**config.mk**
```make
export PLATFORM = sky130hd
export DESIGN_NAME = rf_write_arbiter
export DESIGN_NICKNAME = d
export VERILOG_FILES = /design/src/rtl/rf_write_arbiter.sv
export SDC_FILE = /design/constraint.sdc
export NUM_CORES = 1
export LEC_CHECK = 0
export CAP_MARGIN = 15
export CORE_MARGIN = 3
export CORE_UTILIZATION = 50
export CTS_BUF_LIST = sky130_fd_sc_hd__clkbuf_16
export DETAILED_ROUTE_END_ITERATION = 6
export MAX_ROUTING_LAYER = met4
export PLACE_DENSITY = 0.77
export SYNTH_ARGS = -nofsm -noshare
export SYNTH_HDL_FRONTEND = slang
export SYNTH_SLANG_ARGS = --single-unit
```
**constraint.sdc**
```tcl
create_clock -name iClk -period 2 [get_ports iClk]
set_clock_uncertainty 0.05 [all_clocks]
set_input_delay 0.5 -clock iClk [delete_from_list [all_inputs] [get_ports iClk]]
set_output_delay 0.5 -clock iClk [all_outputs]
set_load 0.02 [all_outputs]
```
**src/rtl/rf_write_arbiter.sv**
```systemverilog
// Two one-entry writeback buffers share one registered register-file write port (age, then round-robin).
// Accept-to-port latency 2 cycles; a requester is ready when its buffer is empty or draining this cycle.
module rf_write_arbiter #(
  parameter int DATA_WIDTH = 32,
  parameter int ADDR_WIDTH = 5
) (
  input  logic                  iClk,
  input  logic                  iRst_n,
  input  logic                  iValid0,
  input  logic [ADDR_WIDTH-1:0] iAddr0,
  input  logic [DATA_WIDTH-1:0] iData0,
  output logic                  oReady0,
  input  logic                  iValid1,
  input  logic [ADDR_WIDTH-1:0] iAddr1,
  input  logic [DATA_WIDTH-1:0] iData1,
  output logic                  oReady1,
  output logic                  oEnWrite,
  output logic [ADDR_WIDTH-1:0] oAddrWrite,
  output logic [DATA_WIDTH-1:0] oDataWrite,
  input  logic [ADDR_WIDTH-1:0] iQueryAddr0,
  input  logic [ADDR_WIDTH-1:0] iQueryAddr1,
  output logic                  oPending0,
  output logic                  oPending1
);

  logic [1:0]            full_q, full_d, age_q, age_d;
  logic [1:0]            grant, ready, load, in_vld;
  logic                  rr_q, rr_d, tie;
  logic [ADDR_WIDTH-1:0] addr_q [2];
  logic [ADDR_WIDTH-1:0] addr_d [2];
  logic [ADDR_WIDTH-1:0] in_addr [2];
  logic [DATA_WIDTH-1:0] data_q [2];
  logic [DATA_WIDTH-1:0] data_d [2];
  logic [DATA_WIDTH-1:0] in_data [2];
  logic                  en_q, en_d;
  logic [ADDR_WIDTH-1:0] waddr_q, waddr_d;
  logic [DATA_WIDTH-1:0] wdata_q, wdata_d;

  assign in_vld     = {iValid1, iValid0};
  assign in_addr[0] = iAddr0;
  assign in_addr[1] = iAddr1;
  assign in_data[0] = iData0;
  assign in_data[1] = iData1;

  // Age bit set means "accepted strictly before the other full buffer"; equal ages fall back to rr_q.
  always_comb begin
    grant = 2'b00;
    tie   = full_q[0] & full_q[1] & (age_q[0] == age_q[1]);
    if (full_q[0] & full_q[1]) begin
      grant[0] = tie ? ~rr_q : age_q[0];
    end else begin
      grant[0] = full_q[0];
    end
    grant[1] = full_q[1] & ~grant[0];
  end

  // Ready is a function of buffer state only, never of the requester's valid.
  assign ready   = {2{iRst_n}} & (~full_q | grant);
  assign oReady0 = ready[0];
  assign oReady1 = ready[1];

  always_comb begin
    rr_d    = tie ? ~rr_q : rr_q;
    en_d    = |grant;
    waddr_d = waddr_q;
    wdata_d = wdata_q;
    if (grant[1]) begin
      waddr_d = addr_q[1];
      wdata_d = data_q[1];
    end else if (grant[0]) begin
      waddr_d = addr_q[0];
      wdata_d = data_q[0];
    end
    for (int n = 0; n < 2; n++) begin
      // Writes to register 0 handshake normally but are dropped here.
      load[n]   = in_vld[n] & ready[n] & (in_addr[n] != '0);
      full_d[n] = load[n] | (full_q[n] & ~grant[n]);
      age_d[n]  = ~load[n] & full_q[n] & ~grant[n];
      addr_d[n] = load[n] ? in_addr[n] : addr_q[n];
      data_d[n] = load[n] ? in_data[n] : data_q[n];
    end
  end

  always_ff @(posedge iClk or negedge iRst_n) begin
    if (!iRst_n) begin
      full_q  <= '0;
      age_q   <= '0;
      rr_q    <= 1'b0;
      en_q    <= 1'b0;
      waddr_q <= '0;
      wdata_q <= '0;
      for (int n = 0; n < 2; n++) begin
        addr_q[n] <= '0;
        data_q[n] <= '0;
      end
    end else begin
      full_q  <= full_d;
      age_q   <= age_d;
      rr_q    <= rr_d;
      en_q    <= en_d;
      waddr_q <= waddr_d;
      wdata_q <= wdata_d;
      for (int n = 0; n < 2; n++) begin
        addr_q[n] <= addr_d[n];
        data_q[n] <= data_d[n];
      end
    end
  end

  assign oEnWrite   = en_q;
  assign oAddrWrite = waddr_q;
  assign oDataWrite = wdata_q;

  assign oPending0 = (iQueryAddr0 != '0) &&
                     ((full_q[0] && addr_q[0] == iQueryAddr0) ||
                      (full_q[1] && addr_q[1] == iQueryAddr0) ||
                      (en_q && waddr_q == iQueryAddr0));
  assign oPending1 = (iQueryAddr1 != '0) &&
                     ((full_q[0] && addr_q[0] == iQueryAddr1) ||
                      (full_q[1] && addr_q[1] == iQueryAddr1) ||
                      (en_q && waddr_q == iQueryAddr1));

endmodule

```
Fig. 1: wires at chosen ports, followed through buffers
(3 px per µm)
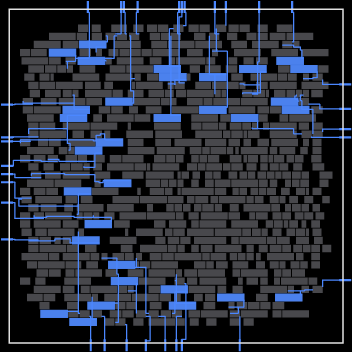
Key: oDataWrite = blue [bits 32, direction output, edge 11 north, 8 west, 8 south, 5 east, end cells 32, buffers 32, wire 1030 µm]
IO Pins: 130
IO Port Bufs: 129

Fig. 2: metal 2
(4 px per µm)
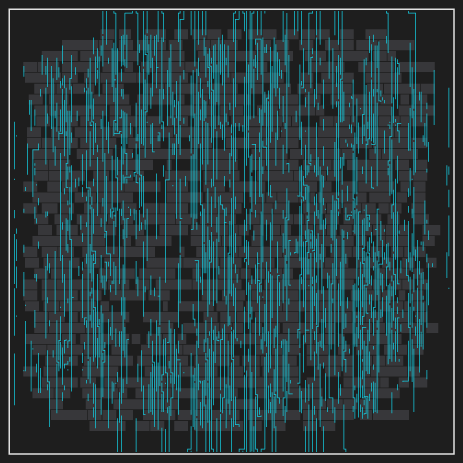
The layer carries 7860 µm of wire. The wires run mostly vertical. The layer holds 52% of the routed length.
GR met2 Demand/Resource: 0.418
via count: 4183
final WL: 15100 µm

Fig. 3: clock distribution
(4 px per µm)
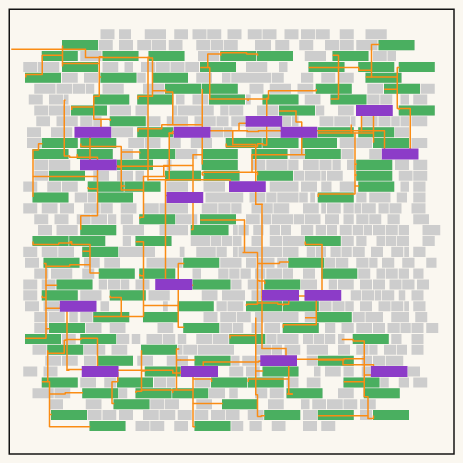
Key: flip-flops = green [count 117]; clock wires = orange [length 1500 µm]; clock-net drivers = purple [count 17]
Position of the flops: spread over the die.
clock-net power: 0.00276 W
Worst-Skew Late Latency: 410 ps
Clk pwr share: 0.300

==> path summary, 6_finish.rpt <==
check	slack [ps]	cells past startpoint	end
min in group asynchronous	450	4	addr_q[9]
hold / removal	420	3	addr_q[0]
hold reg to reg	440	1	data_q[48]
setup reg to reg	10	9	data_q[39]
max in group asynchronous	900	4	full_q[1]
setup / recovery	-310	5	oPending1
==> report_power, final <==
| part | internal [W] | leakage [nW] | switching, W | total, W |
|---|---|---|---|---|
| logic | 0.00179 | 2.09 | 0.00126 | 0.00306 |
| clock network | 0.00177 | 0.275 | 0.000991 | 0.00276 |
| registers | 0.00295 | 1.37 | 0.000442 | 0.00339 |
==> layer usage <==
metal | GRT usage | routed length (µm)
met5 | - | 0
met4 | 0.0895 | 249
met3 | 0.0622 | 817
met2 | 0.418 | 7860
met1 | 0.290 | 6210
==> cells by family (layout without fill, tap and decap cells) <==
kind of cell,count (synthesis),count (layout)
AND/OR/NAND/NOR,66,66
XOR/XNOR,31,31
flip-flops,117,117
buffers and inverters,31,231
AND-OR/OR-AND,85,85
multiplexers,72,72
==> stage by stage <==
stage / hold slack [ps] / instances / setup TNS [ps] / setup slack [ps] / area (µm²)
after floorplan: 154 / 402 / -200 / -13.9 / 5500
after global placement: 425 / 690 / -31200 / -905 / 7230
after detailed placement: 432 / 690 / -31480 / -988 / 7230
after CTS: 444 / 729 / -881 / -313 / 7890
after global routing: 439 / 738 / -1650 / -422 / 8140
final: 423 / 738 / -727 / -310 / 8140
==> area by class of cell <==
class | count | area, µm² | share of cell area
Sequential cell | 117 | 2930 | 0.360
Tap cell | 136 | 170 | 0.0209
Inverter | 2 | 7.51 | 0.000922
Timing Repair Buffer | 200 | 1970 | 0.242
Multi-Input combinational cell | 254 | 2540 | 0.312
Clock inverter | 12 | 104 | 0.0128
Clock buffer | 17 | 425 | 0.0522
==> flow_metrics.tcl <==
# implementation run metrics
set metrics [dict create \
    mostFrequentLayoutCells "dfrtp_1, clkdlybuf4s50_1, buf_4" \
    cts.reportedPaths.clkPinSlew_ps 50 \
    chipWidth_um 111 \
    crit_chain "xor2_1, nor4_1, nand3_1, a21oi_2, buf_4" \
    peakVddDrop_mv 0.774 \
    post_cts_buffers 9 \
    grt_pass1_wl_um 23500 \
    final_util 0.775 \
    fin_crit_sh 1.16 \
    slowest_delay_ps 420 \
    dpl.hpwl_um 9690 \
    cts_buffers 17 \
    synth_area_um2 5490 \
    cts_tree "built" \
    ctsHoldBuffers 0 \
    area_delta_synth_final_pct 48.3 \
    ys_warn_count 0 \
    clockBufferDepth 2 \
    setup_violations 4 \
    synth_cell_types 34 \
    worstHoldStart "iAddr1[0]" \
    post_drt_wl_per_cell_um 20.5 \
    tightest_slew_ps 781 \
    edf_count 0 \
    root_buffer "clkbuf_16" \
    synth.area.mux_share 0.160 \
    synth.top_cell.area_share 0.533 \
    synth_seq_share 0.533 \
    rsz0062_at_grt "true" \
    violations "negative setup slack" \
    drt-pass1-iter-count 5 \
    regToRegStartpoint "age_q[0]" \
    timing_hold_violations_final 0 \
    grt_max_degree 63 \
    drt-initial-drc-count 241 \
    n_antenna_cell 0 \
    path_class "flop to primary output" \
    drc 0 \
    maxSlewHeadroom 0.479 \
    cts_sinks 117 \
    coreArea_um2 10500 \
    fill_cells 691 \
    cpLargestDelayFamily "simple AND/OR/NAND/NOR gates" \
    simple_gate_area_frac 0.0722 \
    rows 37 \
    async_reset_ff_frac 1.00 \
    worstPathMaxFanout 3 \
    endpoint_kind "primary output" \
    startpoint_type "flop" \
    xor_share 0.0495 \
    crit_arrival_ps 1760 \
    maxSlewViolCount 0 \
    routabilityCongestion 0.869 \
    h-tree-depth 4 \
    fin_total_pwr_w 0.00920 \
    antenna_found_initial 0 \
    cp-startpoint "addr_q[9]" \
    period_needed_ps 2310 \
    largest_reg_flops 64 \
    ys_sh_adder 0 \
    nets 680 \
    worstPathRequired_ps 1450 \
    top_register "data_q" \
    ys_top_cells_by_area "dfrtp_1, o221a_2, a211o_1" \
    path_buffers 1 \
    synthAoiAreaFrac 0.152 \
    layout_top_cell "dfrtp_1" \
    cp_slowest_cell "dfrtp_1" \
    postRouteAntennaNets 0 \
    power.leakage_nw 3.74 \
    synthTopLogicFamily "multiplexers" \
    drive_above_1_share 0.341 \
    grt_pass1_vias 4575 \
    cap_viol_max_count 0 \
    syn_area_per_cell_um2 13.7 \
    ys_ff 117 \
    fp.dieH_um 111 \
    vias_per_cell 5.67 \
    grtUsageTotal 0.248 \
    ff_type "dfrtp_1" \
    yosysMostFrequentCell "dfrtp_1" \
    warnings 29 \
    synth.largest_area_cell "dfrtp_1" \
    yosys_area_um2 5490 \
    synthTopCellsByCount "dfrtp_1, nor2b_1, a211o_1, o221a_2, mux2_2" \
    max_clock_freq_mhz 433 \
    synth_stat.cells 402 \
    globalRouteOverflowTotal 0 \
    die_area_um2 12300 \
    worstHoldPathType "primary input to flop" \
    status "complete, but fails checks" \
    cts_resized 57 \
    fp_util 0.522 \
    setup_slack_ps -310 \
    powerDensity_nw_per_um2 1130 \
    synth_cells 402 \
    syn_nets 490 \
]
Power and IR drop assume default switching activity.
